**PDN straps and rails**

Scale bar: 20 um. Pins as bars on the die edge. Tap cells in gray.
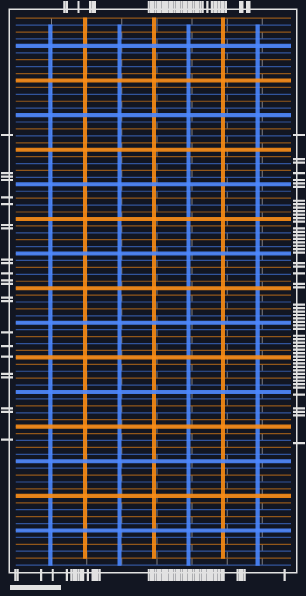
**Cells colored by class**

Scale bar: 20 um.
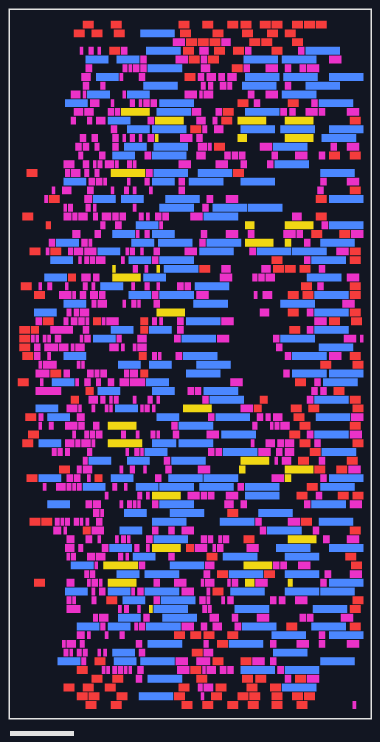
**Clock wires, drivers and flops**

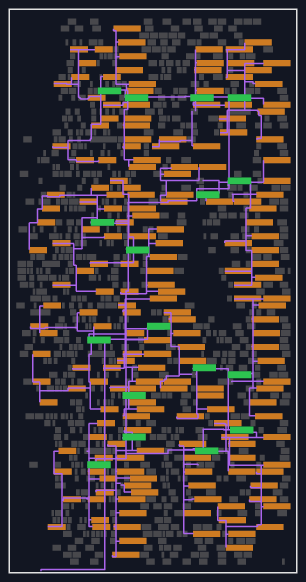
**Wiring by layer**

Scale bar: 20 um. Only two layers are drawn.
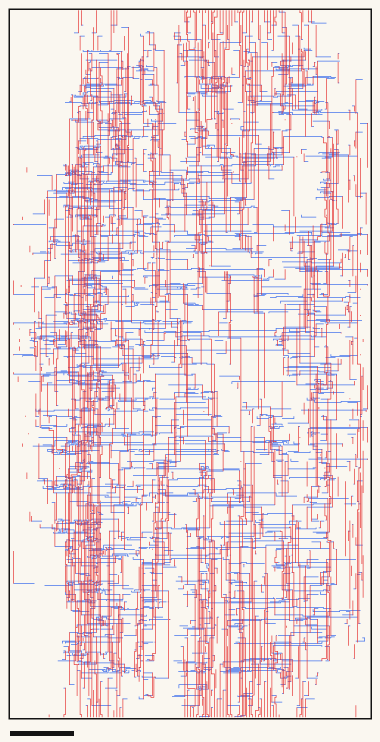
$ cat src/rtl/fetch_pkg.sv
// Shared types and constants for the instruction-fetch stage.
package fetch_pkg;

  localparam int unsigned FETCH_QUEUE_DEPTH = 2;
  localparam int unsigned PC_STEP           = 4;

  // Default-width fetch result; fetch_unit builds its own entry type for other widths.
  typedef struct packed {
    logic [31:0] instr;
    logic [31:0] pc;
  } fetch_entry_t;

  typedef enum logic [0:0] {
    StBoot,
    StRun
  } fetch_state_e;

endpackage

$ cat src/rtl/fetch_queue.sv
// Small FIFO of fetch results with synchronous flush; storage is reset so the
// head reads as zero straight out of reset.
module fetch_queue
  import fetch_pkg::*;
#(
  parameter type         entry_t = fetch_entry_t,
  parameter int unsigned Depth   = FETCH_QUEUE_DEPTH,
  localparam int unsigned PtrW   = (Depth > 1) ? $clog2(Depth) : 1,
  localparam int unsigned CntW   = $clog2(Depth + 1)
) (
  input  logic            clk_i,
  input  logic            rst_i,
  input  logic            flush_i,
  input  logic            push_i,
  input  entry_t          push_data_i,
  input  logic            pop_i,
  output entry_t          head_o,
  output logic [CntW-1:0] count_o
);

  entry_t            mem_q [Depth];
  logic [PtrW-1:0]   wr_ptr_q, wr_ptr_d;
  logic [PtrW-1:0]   rd_ptr_q, rd_ptr_d;
  logic [CntW-1:0]   count_q, count_d;

  function automatic logic [PtrW-1:0] ptr_inc(input logic [PtrW-1:0] ptr);
    return (ptr == PtrW'(Depth - 1)) ? '0 : ptr + PtrW'(1);
  endfunction

  // Next pointer and occupancy; flush wins over push/pop.
  always_comb begin
    wr_ptr_d = wr_ptr_q;
    rd_ptr_d = rd_ptr_q;
    count_d  = count_q;
    if (flush_i) begin
      wr_ptr_d = '0;
      rd_ptr_d = '0;
      count_d  = '0;
    end else begin
      if (push_i) wr_ptr_d = ptr_inc(wr_ptr_q);
      if (pop_i)  rd_ptr_d = ptr_inc(rd_ptr_q);
      count_d = count_q + CntW'(push_i) - CntW'(pop_i);
    end
  end

  // Pointer, count and storage registers.
  always_ff @(posedge clk_i) begin
    if (rst_i) begin
      wr_ptr_q <= '0;
      rd_ptr_q <= '0;
      count_q  <= '0;
      for (int i = 0; i < int'(Depth); i++) mem_q[i] <= '0;
    end else begin
      wr_ptr_q <= wr_ptr_d;
      rd_ptr_q <= rd_ptr_d;
      count_q  <= count_d;
      if (push_i && !flush_i) mem_q[wr_ptr_q] <= push_data_i;
    end
  end

  assign head_o  = mem_q[rd_ptr_q];
  assign count_o = count_q;

endmodule

$ cat src/rtl/fetch_unit.sv
// Instruction-fetch stage in front of a 1-cycle synchronous ROM. Owns the PC,
// tags the single in-flight read, queues results for decode and flushes on redirect.
// Optional macro FETCH_BYPASS_EN: a response arriving at an empty queue is shown
// on out_* in the same cycle and skips the queue if accepted.
module fetch_unit
  import fetch_pkg::*;
#(
  parameter int unsigned           ADDR_WIDTH     = 32,
  parameter int unsigned           DATA_WIDTH     = 32,
  parameter int unsigned           ROM_ADDR_WIDTH = 10,
  parameter logic [ADDR_WIDTH-1:0] RESET_PC       = '0
) (
  input  logic                      clk_i,
  input  logic                      rst_i,
  output logic [ROM_ADDR_WIDTH-1:0] imem_addr_o,
  input  logic [DATA_WIDTH-1:0]     imem_dout_i,
  input  logic                      redirect_valid_i,
  input  logic [ADDR_WIDTH-1:0]     redirect_pc_i,
  output logic                      out_valid_o,
  input  logic                      out_ready_i,
  output logic [DATA_WIDTH-1:0]     out_instr_o,
  output logic [ADDR_WIDTH-1:0]     out_pc_o,
  output logic [ADDR_WIDTH-1:0]     out_pc_plus4_o
);

  localparam int unsigned CntW = $clog2(FETCH_QUEUE_DEPTH + 1);
  localparam logic [CntW:0] OccLimit = (CntW + 1)'(FETCH_QUEUE_DEPTH);

  typedef struct packed {
    logic [DATA_WIDTH-1:0] instr;
    logic [ADDR_WIDTH-1:0] pc;
  } fetch_word_t;

  fetch_state_e          state_q, state_d;
  logic [ADDR_WIDTH-1:0] fetch_pc_q, fetch_pc_d;
  logic [ADDR_WIDTH-1:0] inflight_pc_q, inflight_pc_d;
  logic                  inflight_q, inflight_d;

  fetch_word_t     q_head;
  fetch_word_t     rsp;
  logic [CntW-1:0] q_count;
  logic            q_empty;
  logic            q_push;
  logic            q_pop;
  logic            pop;
  logic            issue;
  logic            rsp_bypass;
  logic [CntW:0]   occupancy;

  assign rsp     = '{instr: imem_dout_i, pc: inflight_pc_q};
  assign q_empty = (q_count == '0);

`ifdef FETCH_BYPASS_EN
  assign rsp_bypass  = q_empty && inflight_q;
  assign out_instr_o = rsp_bypass ? rsp.instr : q_head.instr;
  assign out_pc_o    = rsp_bypass ? rsp.pc    : q_head.pc;
`else
  assign rsp_bypass  = 1'b0;
  assign out_instr_o = q_head.instr;
  assign out_pc_o    = q_head.pc;
`endif

  assign out_pc_plus4_o = out_pc_o + ADDR_WIDTH'(PC_STEP);
  assign imem_addr_o    = fetch_pc_q[ROM_ADDR_WIDTH-1:0];

  // Handshake, push/pop and issue decisions; redirect suppresses all of them.
  always_comb begin
    out_valid_o = (!q_empty || rsp_bypass) && !redirect_valid_i;
    pop         = out_valid_o && out_ready_i;
    q_pop       = pop && !q_empty;
    // A bypassed response that decode takes this cycle never enters the queue.
    q_push      = inflight_q && !redirect_valid_i && !(rsp_bypass && pop);
    // pop implies count or inflight is non-zero, so this cannot underflow.
    occupancy   = (CntW + 1)'(q_count) + (CntW + 1)'(inflight_q) - (CntW + 1)'(pop);
    issue       = (state_q == StRun) && !redirect_valid_i && (occupancy < OccLimit);
  end

  // FSM, PC and in-flight tag next state.
  always_comb begin
    state_d       = state_q;
    fetch_pc_d    = fetch_pc_q;
    inflight_d    = issue;
    inflight_pc_d = inflight_pc_q;
    unique case (state_q)
      StBoot:  state_d = StRun;
      StRun:   state_d = StRun;
      default: state_d = StBoot;
    endcase
    if (redirect_valid_i) begin
      fetch_pc_d = {redirect_pc_i[ADDR_WIDTH-1:2], 2'b00};
    end else if (issue) begin
      fetch_pc_d = fetch_pc_q + ADDR_WIDTH'(PC_STEP);
    end
    if (issue) inflight_pc_d = fetch_pc_q;
  end

  // State registers with synchronous reset.
  always_ff @(posedge clk_i) begin
    if (rst_i) begin
      state_q       <= StBoot;
      fetch_pc_q    <= RESET_PC;
      inflight_q    <= 1'b0;
      inflight_pc_q <= '0;
    end else begin
      state_q       <= state_d;
      fetch_pc_q    <= fetch_pc_d;
      inflight_q    <= inflight_d;
      inflight_pc_q <= inflight_pc_d;
    end
  end

  fetch_queue #(
    .entry_t(fetch_word_t),
    .Depth  (FETCH_QUEUE_DEPTH)
  ) u_queue (
    .clk_i      (clk_i),
    .rst_i      (rst_i),
    .flush_i    (redirect_valid_i),
    .push_i     (q_push),
    .push_data_i(rsp),
    .pop_i      (q_pop),
    .head_o     (q_head),
    .count_o    (q_count)
  );

endmodule

$ cat config.mk
export PLATFORM = sky130hd
export DESIGN_NAME = fetch_unit
export DESIGN_NICKNAME = d
export VERILOG_FILES = /design/src/rtl/fetch_pkg.sv /design/src/rtl/fetch_queue.sv /design/src/rtl/fetch_unit.sv
export SDC_FILE = /design/constraint.sdc
export NUM_CORES = 1
export LEC_CHECK = 0
export CORE_ASPECT_RATIO = 2
export CORE_MARGIN = 2
export CORE_UTILIZATION = 40
export CTS_BUF_LIST = sky130_fd_sc_hd__clkbuf_16
export CTS_CLUSTER_SIZE = 16
export DETAILED_ROUTE_END_ITERATION = 12
export SLEW_MARGIN = 10
export SYNTH_ARGS = -nofsm -noshare
export SYNTH_HDL_FRONTEND = slang
export SYNTH_HIERARCHICAL = 1
export SYNTH_SLANG_ARGS = --single-unit
$ cat constraint.sdc
create_clock -name clk_i -period 5.73 [get_ports clk_i]
set_clock_uncertainty 0.15 [all_clocks]
set_input_delay 0.8595 -clock clk_i [delete_from_list [all_inputs] [get_ports clk_i]]
set_output_delay 0.8595 -clock clk_i [all_outputs]
set_load 0.005 [all_outputs]
==> flow_summary.yaml <==
# synthesis and place-and-route metrics
layout:
  reg_top3: "u_queue/mem_q (128), fetch_pc_q (30), inflight_pc_q (30)"
  drive_gt1_share_pct: 11.96
  largest_register: "u_queue/mem_q"
  nets: 1056
  final_core_util_pct: 50.49
  inverters: 11
logic_synthesis:
  yosysUniqueCellTypes: 52
  yosys_area_sq_mm: 0.009402
  synthFlopType: "edfxtp_1"
  yosys_cells: 850
  topCellsByArea: "edfxtp_1 (41%), dfxtp_1 (14%), and3_1 (9.3%)"
  ys_warn_count: 6
  fa_ha_area_share_pct: 0.8784
  netlist_logic_family_top: "simple AND/OR/NAND/NOR gates"
  synth_seq_share_pct: 55.15
  synthXorXnorAreaFrac_pct: 3.966
  synthesis.instances: 850
power:
  power_density_mw_per_mm2: 262.2
setup_path:
  end_kind: "output port"
  max_stage_delay_ns: 0.66
  path_cells: "buf_4 -> mux2_2 -> and4_1 -> and4_1 -> nand4_1 -> xnor2_1 -> clkdlybuf4s50_1"
  r2r.worst_path.cells: 12
  required_ns: 4.72
  critPathMostFrequentCell: "and4_1"
placement:
  hpwl_mm: 15.01
  placed_cells: 1246
worst_hold_path:
  min-delay-path-class: "reg2reg"
  min_from: "inflight_pc_q[26]$_SDFFE_PP0P_"
clock_tree:
  post_cts_buffers: 0
  ctsResizeCount: 0
  cts_tree: "done"
  cts_htree_levels: 4
  clockRootBuffer: "clkbuf_16"
  clock.latency.late_pin_ns: 0.44
  cts_max_path_buffers: 2
floorplan:
  rows: 79
  taps: 283
timing:
  hold_violations: 0
  post-route-min-period_ns: 4.530
  drv_slew: 0
  slew_headroom_pct: 30.92
  fmax_ghz: 0.2208
  finalSetupViolCount: 0
global_route:
  antenna_found_initial: 0
  gr-usage-met2_pct: 35.27
  grtUsageMet1_pct: 18.75
  grt.overflow.total: 0
  grtUsageMet3_pct: 3.862
status:
  status: "finished, final reports clean"
drt:
  drt_iter0_drc: 387
Back to the opening pictures, 'PDN straps and rails':
color	net
orange	VDD
blue	VSS
met1 rails	80
tap cells	283
met5 straps	15

Back to the opening pictures, 'cells colored by class':
color	class	cells	share of their area
yellow	clock drivers and dummy loads	32	5.3%
blue	sequential cells	195	46%
magenta	combinational and other logic	584	33%
red	remaining buffers and delay cells	184	16%

Back to the opening pictures, 'clock wires, drivers and flops':
[orange] flip-flops | count: 195
[purple] clock wires | length: 2220 um
[green] clock drivers | count: 17
routed clock nets	18
flops lie	spread over the die

Back to the opening pictures, 'wiring by layer':
color	layer	wire length
blue	metal 1	8440 um
red	metal 2	12600 um
WL/cell: 17.81 um
DR vias: 6849
gr usage total: 18.53%

## report_power, final
part	leakage (uW)	switching [uW]	internal, uW
Sequential	0.00187	33.1	1550
Clock	0.000305	515	710
Combinational	0.00240	132	139
Total	0.00458	680	2400
## cells in the final DEF (no fill, tap or decap), drive strengths merged, types with 5 or more instances in the layout
cell / count
nor3: 16
a31oi: 10
a21oi: 48
and2: 8
and3: 140
nor4: 7
clkdlybuf4s50: 169
nor2: 16
dfxtp: 67
nand3: 26
nand2: 102
conb: 6
mux2: 67
edfxtp: 128
clkbuf: 18
inv: 16
clkinv: 6
ha: 5
buf: 15
xnor2: 27
o21ai: 14
xor2: 13
nand4: 21
or4: 5
Power figures rest on the tool's default switching activity, not on a simulated workload.
